### Routed metal per tile, run 1

The bar under the picture is 50 um long. 39 x 39 tiles, from dark purple (low) to yellow (high), scaled to the fullest tile. Values are wire area over tile area, all layers added.
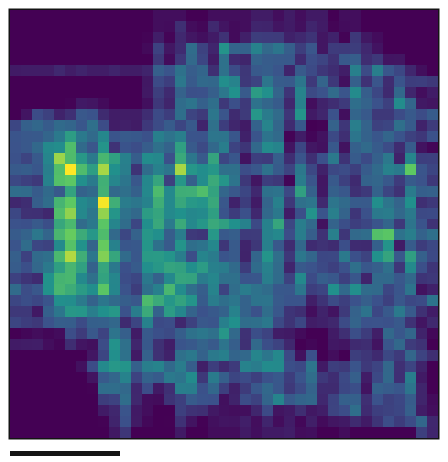
### Routed clock nets over the placement, run 1

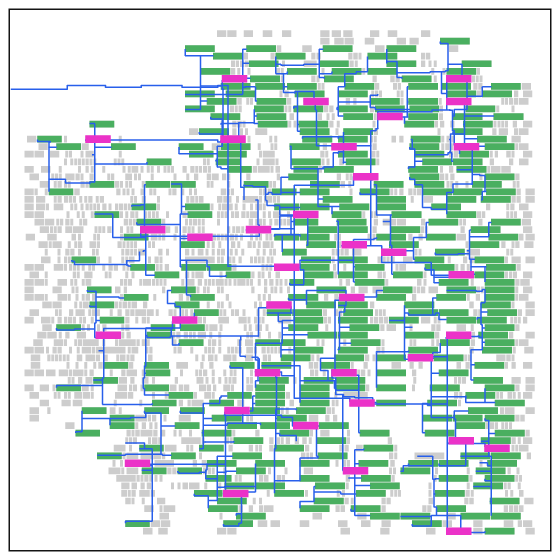
### Register map, names as in the netlist, run 1

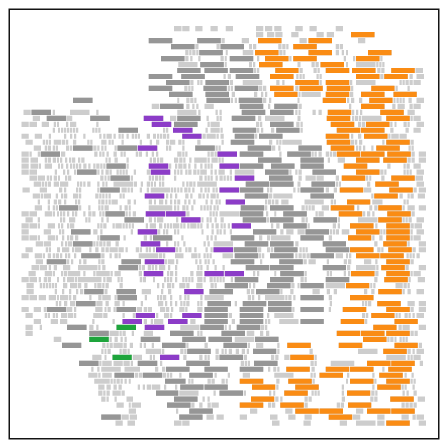
===== src/rtl/inst_fetch_queue.sv =====
// rtl/inst_fetch_queue.sv - instruction fetch PC, credit-limited memory requests and decode queue
// Define IFQ_BYPASS_EN to forward a live response straight to the outputs when the queue is empty.
module inst_fetch_queue #(
  parameter int unsigned       DATA_W   = 32,
  parameter int unsigned       ADDR_W   = 32,
  parameter int unsigned       DEPTH    = 4,
  parameter int unsigned       PC_STEP  = 1,
  parameter logic [ADDR_W-1:0] RESET_PC = '0
) (
  input  logic                   i_clk,
  input  logic                   i_rst_n,
  input  logic                   i_start,
  output logic                   o_imem_req,
  output logic [ADDR_W-1:0]      o_imem_addr,
  input  logic                   i_imem_gnt,
  input  logic                   i_imem_rvalid,
  input  logic [DATA_W-1:0]      i_imem_rdata,
  input  logic                   i_redirect,
  input  logic [ADDR_W-1:0]      i_redirect_pc,
  output logic                   o_inst_valid,
  output logic [DATA_W-1:0]      o_inst,
  output logic [ADDR_W-1:0]      o_inst_pc,
  input  logic                   i_ready,
  output logic [$clog2(DEPTH):0] o_count
);

  localparam int unsigned       PTR_W     = $clog2(DEPTH);
  localparam int unsigned       CNT_W     = PTR_W + 1;
  localparam logic [ADDR_W-1:0] STEP      = ADDR_W'(PC_STEP);
  localparam logic [CNT_W-1:0]  DEPTH_CNT = CNT_W'(DEPTH);
  localparam logic [CNT_W:0]    DEPTH_OCC = (CNT_W + 1)'(DEPTH);

  logic [DATA_W-1:0] inst_mem_q [DEPTH];
  logic [ADDR_W-1:0] pc_mem_q   [DEPTH];

  logic [ADDR_W-1:0] fetch_pc_q, fetch_pc_d;
  logic [ADDR_W-1:0] rsp_pc_q, rsp_pc_d;
  logic [PTR_W-1:0]  rd_ptr_q, rd_ptr_d, wr_ptr_q, wr_ptr_d;
  logic [CNT_W-1:0]  count_q, count_d;
  logic [CNT_W-1:0]  outstanding_q, outstanding_d;
  logic [CNT_W-1:0]  discard_q, discard_d;

  logic [CNT_W-1:0] live;
  logic [CNT_W:0]   occupancy;
  logic             grant, rsp_live, head_valid, bypass, bypass_take, push, pop;

  // Credit counts queued entries plus live in-flight responses so every live response has a slot.
  assign live        = outstanding_q - discard_q;
  assign occupancy   = {1'b0, count_q} + {1'b0, live};
  assign o_imem_req  = i_start & ~i_redirect & (occupancy < DEPTH_OCC) & (outstanding_q < DEPTH_CNT);
  assign o_imem_addr = fetch_pc_q;
  assign grant       = o_imem_req & i_imem_gnt;
  assign rsp_live    = i_imem_rvalid & (discard_q == '0) & ~i_redirect;
  assign head_valid  = (count_q != '0);
  assign o_count     = count_q;

`ifdef IFQ_BYPASS_EN
  assign bypass      = rsp_live & ~head_valid;
  assign bypass_take = bypass & i_ready;
`else
  assign bypass      = 1'b0;
  assign bypass_take = 1'b0;
`endif

  assign push = rsp_live & ~bypass_take;
  assign pop  = head_valid & i_ready & ~i_redirect;

  always_comb begin
    o_inst_valid = 1'b0;
    o_inst       = '0;
    o_inst_pc    = '0;
    if (head_valid) begin
      o_inst_valid = 1'b1;
      o_inst       = inst_mem_q[rd_ptr_q];
      o_inst_pc    = pc_mem_q[rd_ptr_q];
    end else if (bypass) begin
      o_inst_valid = 1'b1;
      o_inst       = i_imem_rdata;
      o_inst_pc    = rsp_pc_q;
    end
  end

  always_comb begin
    fetch_pc_d    = fetch_pc_q;
    rsp_pc_d      = rsp_pc_q;
    rd_ptr_d      = rd_ptr_q;
    wr_ptr_d      = wr_ptr_q;
    count_d       = count_q;
    outstanding_d = outstanding_q + CNT_W'(grant) - CNT_W'(i_imem_rvalid);
    discard_d     = discard_q;
    if (i_redirect) begin
      // Everything still in flight after this cycle's response belongs to the old path.
      fetch_pc_d    = i_redirect_pc;
      rsp_pc_d      = i_redirect_pc;
      rd_ptr_d      = '0;
      wr_ptr_d      = '0;
      count_d       = '0;
      outstanding_d = outstanding_q - CNT_W'(i_imem_rvalid);
      discard_d     = outstanding_q - CNT_W'(i_imem_rvalid);
    end else begin
      if (grant) fetch_pc_d = fetch_pc_q + STEP;
      if (rsp_live) rsp_pc_d = rsp_pc_q + STEP;
      if (i_imem_rvalid && discard_q != '0) discard_d = discard_q - CNT_W'(1);
      if (push) wr_ptr_d = wr_ptr_q + PTR_W'(1);
      if (pop) rd_ptr_d = rd_ptr_q + PTR_W'(1);
      count_d = count_q + CNT_W'(push) - CNT_W'(pop);
    end
  end

  always_ff @(posedge i_clk or negedge i_rst_n) begin
    if (!i_rst_n) begin
      fetch_pc_q    <= RESET_PC;
      rsp_pc_q      <= RESET_PC;
      rd_ptr_q      <= '0;
      wr_ptr_q      <= '0;
      count_q       <= '0;
      outstanding_q <= '0;
      discard_q     <= '0;
    end else begin
      fetch_pc_q    <= fetch_pc_d;
      rsp_pc_q      <= rsp_pc_d;
      rd_ptr_q      <= rd_ptr_d;
      wr_ptr_q      <= wr_ptr_d;
      count_q       <= count_d;
      outstanding_q <= outstanding_d;
      discard_q     <= discard_d;
    end
  end

  always_ff @(posedge i_clk) begin
    if (push) begin
      inst_mem_q[wr_ptr_q] <= i_imem_rdata;
      pc_mem_q[wr_ptr_q]   <= rsp_pc_q;
    end
  end

endmodule


===== config.mk =====
export PLATFORM = sky130hd
export DESIGN_NAME = inst_fetch_queue
export DESIGN_NICKNAME = d
export VERILOG_FILES = /design/src/rtl/inst_fetch_queue.sv
export SDC_FILE = /design/constraint.sdc
export NUM_CORES = 1
export LEC_CHECK = 0
export ABC_AREA = 1
export CORE_MARGIN = 5
export CORE_UTILIZATION = 45
export CTS_CLUSTER_DIAMETER = 120
export DETAILED_ROUTE_END_ITERATION = 12
export PLACE_DENSITY = 0.69
export RECOVER_POWER = 100
export REMOVE_ABC_BUFFERS = 1
export SYNTH_ARGS = -nofsm -noshare
export SYNTH_HDL_FRONTEND = slang
export SYNTH_SLANG_ARGS = --single-unit

===== constraint.sdc =====
create_clock -name i_clk -period 9.87 [get_ports i_clk]
set_input_delay 2.4675 -clock i_clk [delete_from_list [all_inputs] [get_ports i_clk]]
set_output_delay 2.4675 -clock i_clk [all_outputs]
set_load 0.05 [all_outputs]

==> impl_metrics.yaml, run 1 <==
# generated from flow reports
run_status:
  status: "finished with violations"
  failing_checks: "capacitance limit, slew limit"
clocking:
  root_buffer: "sky130_fd_sc_hd__clkbuf_16"
  cts_setup_buffers: 0
  clock_path_buffers: 3
  cts.clk_slew.worst_paths_ns: 0.07
  tritoncts_num_sinks: 333
  numCtsBuffers: 35
grt:
  globalRouteMet2Util: 0.316
  via_count_of_the_first_global_routing_pass: 11400
  met1_usage: 0.278
  globalRouteTotalUtil: 0.196
  global_route_wire_length_before_repair_mm: 60.6
synth:
  topCellsByArea: "sky130_fd_sc_hd__edfxtp_1, sky130_fd_sc_hd__dfrtp_1, sky130_fd_sc_hd__nor2_1"
  ys_types: 38
  ys_sh_simple: 0.205
  synth.cellmix.compoundShare: 0.0914
  ys_top_cells_by_count: "sky130_fd_sc_hd__nor2_1, sky130_fd_sc_hd__nand2_1, sky130_fd_sc_hd__edfxtp_1"
  ff_type: "sky130_fd_sc_hd__edfxtp_1"
  yosys-stat-area_sq_um: 15400
  synthDominantCellAreaShare: 0.500
  post-synth-top-area-cell: "sky130_fd_sc_hd__edfxtp_1"
  ys.flops: 333
  syn_inst: 1593
die:
  tap_cells: 448
  die-area_sq_um: 38000
  floorplan.io_pins: 172
  placeableCoreArea_sq_um: 33600
drt:
  vias: 11700
  routed_via_density: 5.25
  drt_iter0_markers: 808
  final_antenna_net_count: 0
  route.detailed.wl_per_inst_um: 17.4
  post-route-drc-count: 0
  routed_wl_mm: 38.6
final_layout:
  final_layout_size_suffix_gt1_frac: 0.0490
  clock_cell_area_share: 0.0623
  biggestCellCategory: "registers"
  synthesis_to_finish_area_growth_pct: 20.6
  num-multi-input-gates: 1082
  finalNonFillerCells: 2222
  clockBufferCount: 49
  n_all_inverters: 112
  seqAreaFraction: 0.519
  fillers: 2908
  layout.cells.most_common: "sky130_fd_sc_hd__nor2_1"
  comb_area_share: 0.270
  most-common-layout-cells: "sky130_fd_sc_hd__nor2_1, sky130_fd_sc_hd__nand2_1, sky130_fd_sc_hd__edfxtp_1"
  design.final.nets: 1838
  flop-count: 333
  buffers: 183
  layout.nonclk_buf_frac: 0.0957
worst_setup_path:
  critPathKind: "reg2out"
  cp.buffers_inverters: 2
  crit-reg2reg-launch: "discard_q[1]$_DFFE_PN0P_"
  start_kind: "register"
  worstRegToRegCells: 8
  worstPathRequired_ns: 7.40
  path_cells: "or2_2, nor2_4, clkbuf_1, a21oi_1, dlygate4sd3_1"
  crit_slowest_cell: "sky130_fd_sc_hd__clkbuf_1"
place:
  portBuffers: 171
  placed_cell_count: 2158
  gp_congestion: 0.896
final_timing:
  timing.setup.tns_ns: 0
  least_margin_pin_slew_ns: 3.75
  hold_viol: 0
  final-max-slew-violation-count: 274
  clock_skew_ns: 0.0184
  timing.final.crit_period_ns: 7.73
  whs_ns: 0.554
worst_hold_path:
  worst_hold_path.endpoint: "pc_mem_q[2][31]$_DFFE_PP_"
  hp-class: "reg2reg"
  whs_path_depth: 0
  hold_path_startpoint: "rsp_pc_q[31]$_DFFE_PN0P_"
power_and_ir_drop:
  power-per-cell-area_nw_per_um2: 267
  leakage_nw: 7.18
job:
  drv_cap: 6
  tool_warnings: 31
## Picture notes: 'Routed metal per tile'
mean over tiles = 0.17
emptiest ninth of the die = top left
tiles over half the peak = 8.3%
nearly empty tiles = 16%
densest ninth of the die = left middle
fullest tile = 0.69

## Picture notes: 'Routed clock nets over the placement'
clock wires -> blue  # length 3,930 um
clock-net drivers -> magenta  # count 35
flip-flops -> green  # count 333
routed clock nets = 36

## Picture notes: 'Register map, names as in the netlist'
`rsp_pc_q` -> purple  # flops 32
`discard_q` -> green  # flops 3
`inst_mem_q` -> orange  # flops 128, where a vertical strip on the right
not coloured = 170

-- run 1: report_power, final --
group | total [mW] | switching [mW] | internal [mW] | leakage [nW]
logic | 1.85 | 1.33 | 0.518 | 3.37
registers | 1.79 | 0.151 | 1.64 | 3.25
clock network | 1.32 | 0.532 | 0.783 | 0.562
total | 4.95 | 2.01 | 2.94 | 7.18
-- run 1: sequential cells by signal (all words and copies together) (netlist names) --
register	count
discard_q	3
inst_mem_q	128
o_count	3
o_imem_addr	32
outstanding_q	3
pc_mem_q	128
rd_ptr_q	2
rsp_pc_q	32
wr_ptr_q	2
-- run 1: routing by layer --
layer / vias up / part of all wire
met5: - / 0
met2: 408 / 0.46
met3: 63 / 0.073
li1: 5648 / -
met4: 0 / 0.024
met1: 5544 / 0.45
### Placed standard cells, run 1

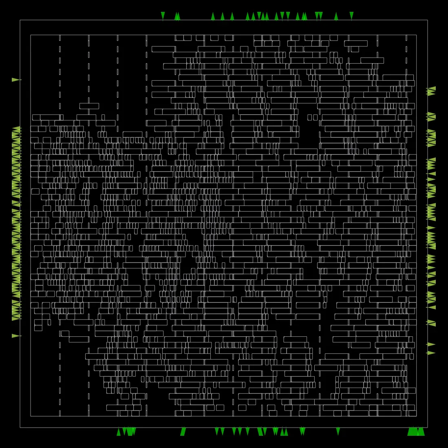

--- run 2 (diff from run 1) ---
==> constraint.sdc (replaced) <==
create_clock -name i_clk -period 8.1 [get_ports i_clk]
set_input_delay 2.025 -clock i_clk [delete_from_list [all_inputs] [get_ports i_clk]]
set_output_delay 2.025 -clock i_clk [all_outputs]
set_load 0.05 [all_outputs]
### Placed standard cells, run 2

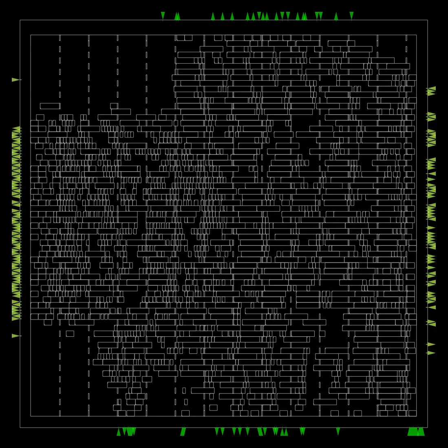
Seq area share: 0.520
layout filler cell count: 2,956
flip-flops: 333
Core Rows: 67
area of the core region: 33,600 sq um

==> run 2 against run 1 <==
  * The flow still finishes with violations (capacitance limit, slew limit)
  * Combinational power grew 21%
  * Wire length shrank 0.25%
  * Critical path depth is the same
  * Synthesized cell count is the same
  * Global-route usage grew 0.14 points
  * Critical endpoint is now o_inst_pc[8]
==> impl_metrics.yaml, run 2 <==
# generated from flow reports
grt:
  globalRouteMet2Util: 0.319
  globalRouteTotalUtil: 0.198
  global_route_wire_length_before_repair_mm: 61.1
  met1_usage: 0.276
final_timing:
  timing.setup.tns_ns: 0
  final-max-slew-violation-count: 219
  timing.final.crit_period_ns: 6.74
  least_margin_pin_slew_ns: 2.97
drt:
  dr_wl_met3_mm: 2.94
  drt_iter0_markers: 811
  dr_top_layer: "met4"
  routed_wl_mm: 38.5
  final_antenna_net_count: 0
power_and_ir_drop:
  power.sequential.fraction: 0.364
  p_sw_mw: 2.46
  leakage_nw: 7.17
  top_power_group: "combinational cells"
synth:
  ys.flops: 333
  ys_sh_simple: 0.205
  synth.cellmix.compoundShare: 0.0914
  topCellsByArea: "sky130_fd_sc_hd__edfxtp_1, sky130_fd_sc_hd__dfrtp_1, sky130_fd_sc_hd__nor2_1"
clocking:
  tritoncts_num_sinks: 333
  root_buffer: "sky130_fd_sc_hd__clkbuf_16"
final_layout:
  finalNonFillerCells: 2223
worst_setup_path:
  crit_slowest_cell: "sky130_fd_sc_hd__inv_1"
  crit-reg2reg-launch: "discard_q[1]$_DFFE_PN0P_"
  critPathKind: "reg2out"
  start_kind: "register"
place:
  portBuffers: 171
  gp_congestion: 0.898
worst_hold_path:
  whs_path_depth: 0
  hp-class: "reg2reg"
  worst_hold_path.endpoint: "pc_mem_q[3][31]$_DFFE_PP_"
job:
  drv_cap: 6
run_status:
  status: "finished with violations"
  failing_checks: "capacitance limit, slew limit"
### Routed clock nets over the placement, run 2

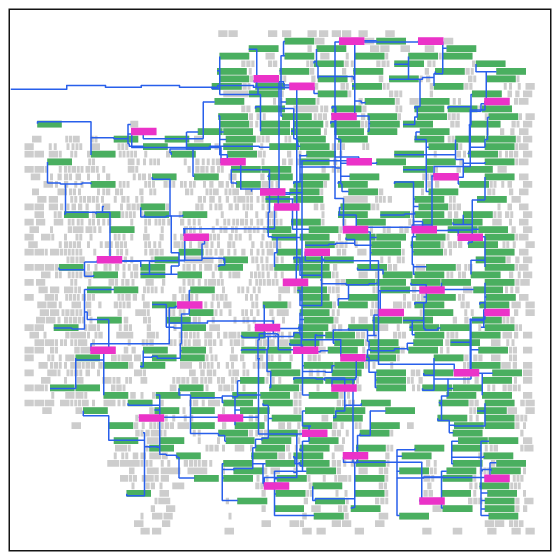
clock wires -> blue  # length 3,960 um
flip-flops -> green  # count 333
clock-net drivers -> magenta  # count 36
routed clock nets = 37
flops lie = all over the die

[run 2: cell counts after synthesis]
No cell type changed its count.
[run 2: worst register-to-register path, cell delays in order (launching register included)]
cell	delay, ns
sky130_fd_sc_hd__dfrtp_1	0.36
sky130_fd_sc_hd__inv_1	0.14
sky130_fd_sc_hd__ha_1	0.20
sky130_fd_sc_hd__nand3_1	0.26
sky130_fd_sc_hd__nor2_1	0.22
sky130_fd_sc_hd__inv_1	0.22
sky130_fd_sc_hd__nor2_1	2.23
sky130_fd_sc_hd__clkbuf_2	1.11
[run 2: area by class of cell]
cell class,count,area [sq um]
Timing Repair Buffer,183,1780
Fill cell,2956,15100
Inverter,112,422
Sequential cell,333,9620
Tap cell,448,561
Multi-Input combinational cell,1082,5000
Clock inverter,13,104
Clock buffer,52,1020
### Register map, names as in the netlist, run 2

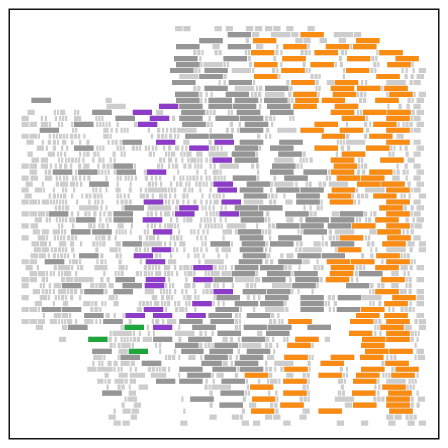

--- run 3 (diff from run 2) ---
--- a/config.mk
+++ b/config.mk
@@ -10,7 +10,7 @@
 export CORE_UTILIZATION = 45
 export CTS_CLUSTER_DIAMETER = 120
 export DETAILED_ROUTE_END_ITERATION = 12
-export PLACE_DENSITY = 0.69
+export PLACE_DENSITY = 0.72
 export RECOVER_POWER = 100
 export REMOVE_ABC_BUFFERS = 1
 export SYNTH_ARGS = -nofsm -noshare
==> constraint.sdc (replaced) <==
create_clock -name i_clk -period 6 [get_ports i_clk]
set_input_delay 1.5 -clock i_clk [delete_from_list [all_inputs] [get_ports i_clk]]
set_output_delay 1.5 -clock i_clk [all_outputs]
set_load 0.05 [all_outputs]
### Register map, names as in the netlist, run 3

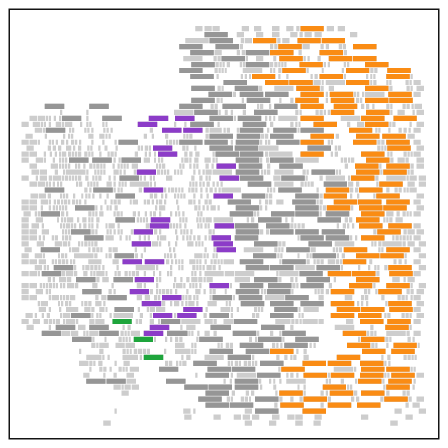
sequential standard cell area: 9620 sq um
final cell utilization of the core: 0.553

==> run 3 against run 2 <==
  * The flow still finishes with violations (capacitance limit, slew limit)
  * Power rose by 35%
  * Cell count rose by 0.13%
  * Critical path depth did not move
  * Synthesized cell count did not move
  * Area after synthesis did not move
  * Sequential share of layout area fell by 0.22 points
  * Register-to-register slack got worse by 0.96 ns
  * Design area rose by 0.41%
  * Via count barely moved
  * Wire length barely moved
  * Setup slack got worse by 0.59 ns
  * Critical endpoint is now o_inst_pc[13]
==> impl_metrics.yaml, run 3 <==
# generated from flow reports
worst_hold_path:
  hold_path_startpoint: "rsp_pc_q[31]$_DFFE_PN0P_"
  worst_hold_path.endpoint: "pc_mem_q[1][31]$_DFFE_PP_"
  hp-class: "reg2reg"
  whs_path_depth: 0
synth:
  ff_type: "sky130_fd_sc_hd__edfxtp_1"
  topCellsByArea: "sky130_fd_sc_hd__edfxtp_1, sky130_fd_sc_hd__dfrtp_1, sky130_fd_sc_hd__nor2_1"
  synth.cellmix.compoundShare: 0.0914
  synthDominantCellAreaShare: 0.500
  ys.flops: 333
  ys_top_cells_by_count: "sky130_fd_sc_hd__nor2_1, sky130_fd_sc_hd__nand2_1, sky130_fd_sc_hd__edfxtp_1"
  post-synth-top-area-cell: "sky130_fd_sc_hd__edfxtp_1"
  ys_types: 38
  syn_inst: 1593
  ys_sh_simple: 0.205
power_and_ir_drop:
  power.sequential.fraction: 0.366
  power-per-cell-area_nw_per_um2: 435
  power.clock.fraction: 0.260
  power_report.internal_total_mw: 4.78
  switching_share: 0.408
  pwr-share-comb: 0.373
  leakage_nw: 7.19
final_layout:
  finalNonFillerCells: 2226
  fillers: 2870
  layout.cells.most_common: "sky130_fd_sc_hd__nor2_1"
  num-multi-input-gates: 1082
  final_layout_size_suffix_gt1_frac: 0.0529
  n_all_inverters: 112
  seqAreaFraction: 0.517
  top_regs: "inst_mem_q: 128 flops, pc_mem_q: 128 flops"
  design.final.nets: 1842
  comb_area_share: 0.269
  most-common-layout-cells: "sky130_fd_sc_hd__nor2_1, sky130_fd_sc_hd__nand2_1, sky130_fd_sc_hd__edfxtp_1"
  clockBufferCount: 44
  biggestCellCategory: "registers"
  buffers: 187
  clock_cell_area_share: 0.0607
  flop-count: 333
  mi_comb_area_sq_um: 5000
run_status:
  status: "finished with violations"
  failing_checks: "capacitance limit, slew limit"
worst_setup_path:
  worstRegToRegCells: 8
  crit_slowest_cell: "sky130_fd_sc_hd__nor2_2"
  critPathKind: "reg2out"
  worstPathRequired_ns: 4.50
  start_kind: "register"
  path_cells: "or2_2, nor2_2, buf_4, a21oi_1, dlygate4sd3_1"
  crit-reg2reg-launch: "discard_q[0]$_DFFE_PN0P_"
job:
  drv_cap: 7
  tool_warnings: 31
final_timing:
  final-max-slew-violation-count: 234
  timing.final.crit_period_ns: 5.23
  clock_skew_ns: 0.0123
  least_margin_pin_slew_ns: 2.15
  slew-limit-headroom: -0.435
  hold_viol: 0
  whs_ns: 0.577
grt:
  globalRouteTotalUtil: 0.198
  global_route_wire_length_before_repair_mm: 61.4
  via_count_of_the_first_global_routing_pass: 11500
clocking:
  cts_setup_buffers: 0
  clock_path_buffers: 3
  cts.clk_slew.worst_paths_ns: 0.06
  cts_repair_resize_count: 0
  numCtsBuffers: 35
  root_buffer: "sky130_fd_sc_hd__clkbuf_16"
drt:
  route.layer.met1.wl_mm: 17.3
  routed_via_density: 5.23
  dr_wl_met3_mm: 2.73
  post-route-drc-count: 0
  route.met2.wl_mm: 17.7
  drt_iter0_markers: 866
  routed_wl_mm: 38.5
  final_antenna_net_count: 0
  dr_top_layer: "met4"
  route.detailed.wl_per_inst_um: 17.3
place:
  gp_congestion: 0.928
  placed_cell_count: 2162
  portBuffers: 171
die:
  die-area_sq_um: 38000
  tap_cells: 448
  floorplan.io_pins: 172
  rows: 67
  placeableCoreArea_sq_um: 33600
### Signal wires on met4, run 3

The bar under the picture is 50 um long. Supply wires on this layer in grey.
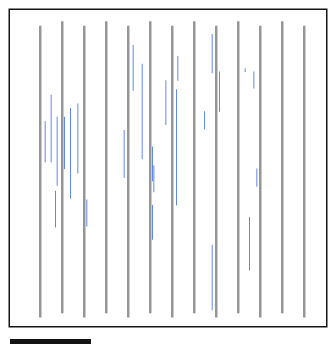
main direction = vertical
nets with wire on the layer = 19
longest straight run = 71.4 um
wire length on this layer = 721 um
share of all routed wire = 1.9%

run 3: cell counts after synthesis:
Identical to the previous run, type by type.
run 3: layer usage:
metal / track usage / up-vias
met5: 0 / -
met2: 0.316 / 395
met4: 0.0432 / 0
met3: 0.0395 / 59
met1: 0.283 / 5544
li1: - / 5645
run 3: power groups by stage:
| stage | logic [mW] | registers [mW] | clock network [mW] |
|---|---|---|---|
| after floorplan | 1.85 | 3.13 | 0 |
| after CTS | 3.19 | 2.96 | 2.14 |
| after detailed placement | 3.18 | 3.00 | 0 |
| final | 3.02 | 2.96 | 2.10 |
| after global placement | 3.14 | 2.99 | 0 |
| after global routing | 3.25 | 2.99 | 2.26 |
Power figures rest on the tool's default switching activity, not on a simulated workload.
